$ cat src/rtl/riscv_pkg.sv
// Shared definitions for the load-store unit: funct3 size codes and FSM states.
package riscv_pkg;

    localparam logic [2:0] LDST_B  = 3'b000;
    localparam logic [2:0] LDST_H  = 3'b001;
    localparam logic [2:0] LDST_W  = 3'b010;
    localparam logic [2:0] LDST_BU = 3'b100;
    localparam logic [2:0] LDST_HU = 3'b101;

    typedef enum logic [0:0] {
        IDLE = 1'b0,
        BUSY = 1'b1
    } lsu_state_t;

endpackage

$ cat src/rtl/riscv_lsu_load_align.sv
// Load lane extractor: picks the addressed byte/half out of a memory word and
// sign- or zero-extends it. Size low bits pick the width (00 byte, 01 half,
// anything else word); size bit 2 selects zero extension.
import riscv_pkg::*;

module riscv_lsu_load_align (
    input  logic [31:0] i_word,
    input  logic [1:0]  i_off,
    input  logic [2:0]  i_size,
    output logic [31:0] o_ext32
);

    logic [7:0]  w_byte;
    logic [15:0] w_half;
    logic        w_signed;

    assign w_signed = ~i_size[2];

    // Select the addressed byte and half lanes.
    always_comb begin
        w_byte = i_word[7:0];
        case (i_off)
            2'd0: w_byte = i_word[7:0];
            2'd1: w_byte = i_word[15:8];
            2'd2: w_byte = i_word[23:16];
            2'd3: w_byte = i_word[31:24];
            default: w_byte = i_word[7:0];
        endcase
        // Misaligned halves are not trapped; only off[1] matters.
        w_half = i_off[1] ? i_word[31:16] : i_word[15:0];
    end

    // Extend the selected lane to 32 bits according to width and signedness.
    always_comb begin
        o_ext32 = i_word;
        case (i_size[1:0])
            2'b00:   o_ext32 = {{24{w_signed & w_byte[7]}}, w_byte};
            2'b01:   o_ext32 = {{16{w_signed & w_half[15]}}, w_half};
            default: o_ext32 = i_word;
        endcase
    end

endmodule

$ cat src/rtl/riscv_lsu.sv
// Load-store unit: accepts one core access, latches it, runs a single memory
// transaction with byte enables, and returns the extended load result on the
// completion cycle. The core is stalled for the whole access.
import riscv_pkg::*;

module riscv_lsu (
    input  logic        clk_i,
    input  logic        rst_i,
    input  logic        core_req_i,
    input  logic        core_we_i,
    input  logic [2:0]  core_size_i,
    input  logic [31:0] core_addr_i,
    input  logic [31:0] core_wd_i,
    output logic [31:0] core_rd_o,
    output logic        core_stall_o,
    output logic        mem_req_o,
    output logic        mem_we_o,
    output logic [3:0]  mem_be_o,
    output logic [31:0] mem_addr_o,
    output logic [31:0] mem_wd_o,
    input  logic [31:0] mem_rd_i,
    input  logic        mem_ready_i
);

    lsu_state_t  r_state;
    logic        r_we;
    logic [2:0]  r_size;
    logic [31:0] r_addr;
    logic [31:0] r_wd;

    logic        w_busy;
    logic        w_done;
    logic [1:0]  w_off;
    logic [3:0]  w_be;
    logic [31:0] w_wd;
    logic [31:0] w_ext;

    assign w_busy = (r_state == BUSY);
    assign w_done = w_busy & mem_ready_i;
    assign w_off  = r_addr[1:0];

    // Handshake FSM: latch the request in IDLE, wait for memory in BUSY.
    always_ff @(posedge clk_i or posedge rst_i) begin
        if (rst_i) begin
            r_state <= IDLE;
            r_we    <= 1'b0;
            r_size  <= 3'b000;
            r_addr  <= 32'h0;
            r_wd    <= 32'h0;
        end else begin
            case (r_state)
                IDLE: begin
                    if (core_req_i) begin
                        r_we    <= core_we_i;
                        r_size  <= core_size_i;
                        r_addr  <= core_addr_i;
                        r_wd    <= core_wd_i;
                        r_state <= BUSY;
                    end
                end
                BUSY: begin
                    if (mem_ready_i) begin
                        r_state <= IDLE;
                    end
                end
                default: r_state <= IDLE;
            endcase
        end
    end

    // Store shaping: replicate data across lanes and enable only the target bytes.
    always_comb begin
        w_be = 4'b1111;
        w_wd = r_wd;
        if (r_we) begin
            case (r_size[1:0])
                2'b00: begin
                    w_be = 4'b0001 << w_off;
                    w_wd = {4{r_wd[7:0]}};
                end
                2'b01: begin
                    w_be = w_off[1] ? 4'b1100 : 4'b0011;
                    w_wd = {2{r_wd[15:0]}};
                end
                default: begin
                    w_be = 4'b1111;
                    w_wd = r_wd;
                end
            endcase
        end
    end

    riscv_lsu_load_align u_load_align (
        .i_word  (mem_rd_i),
        .i_off   (w_off),
        .i_size  (r_size),
        .o_ext32 (w_ext)
    );

    // Memory side is quiet outside BUSY, so reset (which forces IDLE
    // asynchronously) drops every memory output at once.
    assign mem_req_o    = w_busy;
    assign mem_we_o     = w_busy & r_we;
    assign mem_be_o     = w_busy ? w_be : 4'b0000;
    assign mem_addr_o   = w_busy ? {r_addr[31:2], 2'b00} : 32'h0;
    assign mem_wd_o     = (w_busy & r_we) ? w_wd : 32'h0;

    assign core_rd_o    = w_done ? w_ext : 32'h0;
    assign core_stall_o = ~rst_i & (w_busy ? ~mem_ready_i : core_req_i);

endmodule

$ cat config.mk
export PLATFORM = sky130hd
export DESIGN_NAME = riscv_lsu
export DESIGN_NICKNAME = d
export VERILOG_FILES = /design/src/rtl/riscv_pkg.sv /design/src/rtl/riscv_lsu_load_align.sv /design/src/rtl/riscv_lsu.sv
export SDC_FILE = /design/constraint.sdc
export NUM_CORES = 1
export LEC_CHECK = 0
export CAP_MARGIN = 10
export CORE_UTILIZATION = 47
export DETAILED_ROUTE_END_ITERATION = 8
export PLACE_DENSITY_LB_ADDON = 0.3
export SYNTH_ARGS = -nofsm -noshare
export SYNTH_HDL_FRONTEND = slang
export SYNTH_HIERARCHICAL = 1
export SYNTH_SLANG_ARGS = --single-unit
$ cat constraint.sdc
create_clock -name clk_i -period 4.3 [get_ports clk_i]
set_input_delay 0.645 -clock clk_i [delete_from_list [all_inputs] [get_ports clk_i]]
set_output_delay 0.645 -clock clk_i [all_outputs]
set_load 0.02 [all_outputs]
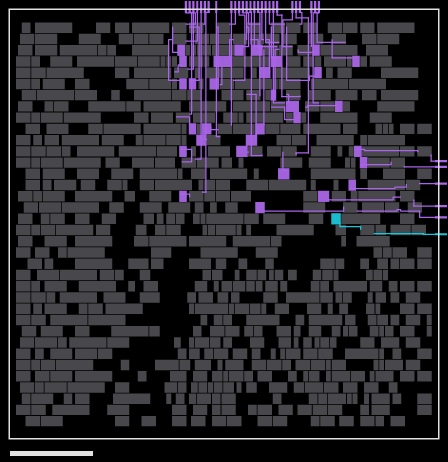
Figure 1: wires at chosen ports, followed through buffers.
The bar under the picture is 20 um long.
mem_wd_o: marked purple, direction output, end cells 32, buffers 32, wire 842 um. core_stall_o: marked cyan, direction output, end cells 1, buffers 1, wire 22.0 um.

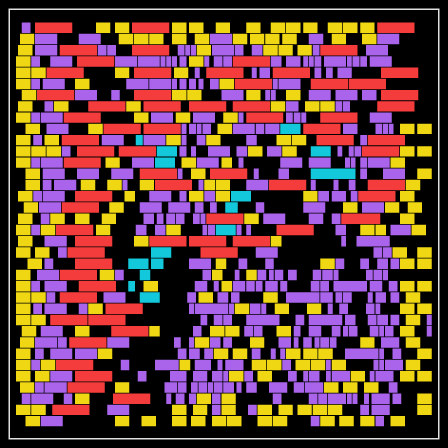
Figure 2: cell classes on the final placement.
other buffers and delay cells: marked yellow, cells 215, share of their area 31%. clock drivers and dummy loads: marked cyan, cells 15, share of their area 2.8%. flip-flops: marked red, cells 69, share of their area 25%. all other logic: marked purple, cells 347, share of their area 41%.

==> notes.org <==
#+TITLE: Flow metrics

** Logic synthesis
- For this run, the leading register cell type out of synthesis is dfrtp_1.
- Sequential elements use roughly 36% of the synthesized area.
- For reference, the top cells by area after synthesis are dfrtp_1, mux2_4, and3_1, and2_1, nand2_1.
- The synthesized design contains 0 enable-type register cells.
- Synthesis handed over a netlist of 465 instances.
- The synthesis report lists the Yosys warning total as 6.
- In this run the biggest area consumer among cell types represents 35.6% of the synthesized area.
- Netlist Area Pre-Place :: 4850 um2
- Distinct lib cells used :: 33
- In the synthesis report, Yosys lists the chip area as 4850 um2.
- For this design, Yosys synthesis ends with a cell count of 465.
- In this run the mean area of a mapped cell was 10.4 um2.
- Summed over all instances, the cell type with the most area after synthesis is dfrtp_1.
- Number of register bits inferred by synthesis :: 69
- Async SR Flop Fraction :: 100%
- Most common cell in the synthesized netlist :: dfrtp_1
- Top cells by count, synth :: dfrtp_1, mux2_4, nand2_1, and3_1, and2_1

** Pwr
- For this design the static power due to leakage is just over 3 nW.
- Cell Pwr Density :: around 400 nW/um2
- Worst voltage drop across the vdd grid :: 229 uV

** Clock network
- Post-cts gate resize count :: 0
- TritonCTS buffer count :: 9
- After clock tree synthesis, the setup repair step added 0 buffers.
- TritonCTS clock tree :: built
- Total number of clock tree sinks :: approximately 70
- As reported, the later end of the worst-skew pair has a clock insertion delay of 0.33 ns.
- Deepest clock path buffer count :: 2
- Clock transition time at the flip-flop clock pins of the worst setup and hold paths :: 0.07 ns
- Master cell of the clock root buffer :: clkbuf_8
- Looking at the clock tree report, the H-tree level count equals 3.
- CTS Hold Buffers Added :: 0

** Final layout
- Fraction of layout instances using a drive strength above 1 :: 18.0%
- Fill cell instance count of the final layout :: 753
- At the end of the flow, the number of nets in the layout was 746.
- The layout contains a multi-input combinational cell count of between 300 and 400.
- Sequential cell area :: 1730 um2
- The clock buffers instantiated in the layout total 9.
- Non-clock inverters in the final layout number 6.
- For this run, the script counts the antenna cells in the layout as 0.
- After layout, the buffer instance count without clock buffers stands at 215.
- The post-route utilization of the core is recorded as 71.1%.
- Area overhead of the layout relative to synthesis :: 44.7%
- After layout the clock buffers and inverters come to 2.69% of cell area.
- Per the area breakdown, the dominant cell category is logic gates.
- Comb area :: 2790 um2
- Sequential cells placed in the final layout were counted as 69.
- Fraction of standard cell area in multi-input logic :: 39.7%
- The fraction of final cell area spent on non-clock buffers in this run is about 30%.
- Of the total standard cell area in the layout, the sequential portion is 24.6%.

** Drt
- Once iteration 0 of detailed routing completed, the report listed 191 DRC markers.
- TritonRoute output was used to compute an average wire per cell of 18.0 um.
- Detailed routing inserted a total of 4197 vias.
- For this block, the routed nets add up to about 14000 um of wire.
- Iteration tally of the first detailed-router pass :: 4
- In the routed design, unresolved DRC markers number 0.
- Vias per cell :: 5.39
- Once detail routing completed, the nets flagged for antenna violations numbered 0.

** Floorplanning
- For this configuration, the core starts out at a cell density of 49.2%.
- Die width :: about 100 um
- Core Footprint :: 9860 um2
- Tap Cells :: 133
- In this run the core area contains 36 standard-cell rows.
- Total I/O pin count :: 207
- Per the OpenROAD floorplan log, the height of the die is between 100 and 150 um.
- After floorplanning, the die was sized to cover around 11000 um2.

** Final timing
- Worst-case clock skew :: 0.0143 ns
- After layout, the worst path uses 82.5% of the clock period.
- Setup repair after global routing left no endpoint under its margin.
- Number of hold violations in the final report :: 0
- Shortest clock period the worst path allows after layout :: approximately 3.5 ns
- Headroom to the max-slew limit :: between 30 and 40%
- The final timing report lists a max-slew violation count of 0.
- Maximum clock rate :: roughly 0.28 GHz
- Final setup fails :: 0
- Sum of negative setup slack :: 0 ns
- Least-Margin Pin Slew :: 0.961 ns

** Critical path
- The critical path contains buffers and inverters numbering 2 combined.
- Data on the critical path is required at its endpoint by 3.65 ns.
- Category of the worst setup path capture point :: primary output
- Type of origin of the critical path :: register
- CP top delay family :: buffers and inverters
- For this design, the slowest cell found on the critical path is dfrtp_1.
- The report shows a maximum critical-path fanout of 25.
- For the worst setup path, the data arrival time is just under 3 ns.
- Cell chain of the critical path :: mux2_2 -> a32oi_2 -> buf_4 -> o211ai_1 -> and3_1 -> clkdlybuf4s50_1
- Largest stage delay on the critical path :: 0.71 ns
- By startpoint and endpoint, the worst setup path is classified as register to primary output.

** Global routing
- The number of global-route vias before repair was 4238.
- The global route stage reports its total congestion overflow as 0.
- Antenna violations before repair :: 0
- Entering global routing, the biggest net connects 70 pins.
- Overall routing resource usage recorded by global route was 26.3%.
- Global-route wire length before repair :: ~23000 um

** Place
- Count of port buffers added during placement :: 204
- Last weighted congestion value of the routability-driven placer :: 0.864
- Detailed placement ended at an HPWL of 9960 um.

** Flow run
- Log Warnings :: 26
- The tool flagged a number of max-cap violations equal to 0.

** Run status
- Run status :: completed

** Worst hold path
- Class of the tightest hold or removal check :: register to register
state kept, by name, summed over array words and instances, names as in the netlist:
register,flops
r_addr,32
r_wd,32
r_size,3
mem_req_o,1
r_we,1
final timing paths:
kind / start / to / slack (ns) / depth (start not counted)
setup / recovery: r_addr[0] / core_rd_o[31] / 0.75 / 6
hold / removal: r_size[2] / r_size[2] / 0.51 / 1
hold reg to reg: r_size[2] / r_size[2] / 0.51 / 1
min in group asynchronous: rst_i / r_addr[2] / 0.95 / 3
setup reg to reg: mem_req_o / r_addr[4] / 1.88 / 4
max in group asynchronous: rst_i / mem_req_o / 2.74 / 3
cell usage in the layout (no fill, tap or decap):
| cell type | synthesis | layout |
|---|---|---|
| clkinvlp_4 | 0 | 1 |
| mux4_2 | 7 | 7 |
| conb_1 | 1 | 2 |
| dfrtp_2 | 0 | 1 |
| nand2b_1 | 2 | 2 |
| inv_1 | 6 | 5 |
| dfrtp_1 | 69 | 68 |
| bufinv_16 | 0 | 1 |
| clkdlybuf4s50_1 | 0 | 204 |
| or3_1 | 1 | 1 |
| a32oi_2 | 1 | 1 |
| or2_2 | 1 | 1 |
| or2_1 | 1 | 1 |
| nor2_1 | 17 | 17 |
| nor2b_1 | 19 | 18 |
| clkinv_4 | 0 | 2 |
| a21o_1 | 1 | 1 |
| and2_1 | 32 | 32 |
| buf_4 | 6 | 11 |
| nor3_1 | 1 | 1 |
| o21ai_0 | 12 | 12 |
| clkinv_2 | 0 | 2 |
| o211ai_2 | 10 | 10 |
| a221oi_1 | 1 | 1 |
| o22ai_1 | 7 | 7 |
| mux2i_1 | 10 | 10 |
| a21oi_1 | 25 | 25 |
| nor2b_4 | 0 | 1 |
| mux2_2 | 2 | 2 |
| a21boi_0 | 2 | 2 |
| and3_1 | 40 | 40 |
| inv_2 | 0 | 1 |
| o221ai_1 | 8 | 8 |
| clkbuf_8 | 0 | 9 |
| a211oi_1 | 14 | 14 |
| o211ai_1 | 7 | 7 |
| nand2_1 | 50 | 50 |
| mux2_4 | 66 | 66 |
| o21a_1 | 2 | 2 |
where the power goes:
group          total (mW)  switching [mW]  internal, mW
Sequential          0.941           0.147         0.794
Clock               0.513           0.248         0.265
Combinational        1.42           0.666         0.749
metal layers:
layer  share of wire (%)  vias up  global-route usage, %
met5                   0        -                      0
met4                 3.5        0                   10.8
met3                 7.5       32                   5.73
met2                  46      202                   41.4
met1                  43     1971                   35.1
li1                    -     1992                      -
cells by family after synthesis:
| logic type | Yosys count | share of synthesized area [%] |
|---|---|---|
| other cells | 1 | 0.0773 |
| flops | 69 | 35.6 |
| compound gates | 90 | 13.3 |
| buf+inv | 56 | 7.12 |
| mux | 85 | 26.2 |
| simple gates | 164 | 17.7 |
stage by stage:
stage	setup slack (ns)	total power, mW	cell area, um2	hold WS [ns]	cells
after floorplan	1.16	1.85	4850	0.473	466
final	0.752	2.87	7020	0.511	779
after detailed placement	0.782	2.36	6830	0.490	764
after CTS	0.766	2.88	7020	0.515	779
after global placement	0.858	2.32	6830	0.487	764
after global routing	0.590	3.03	7020	0.527	779
Power figures rest on the tool's default switching activity, not on a simulated workload.
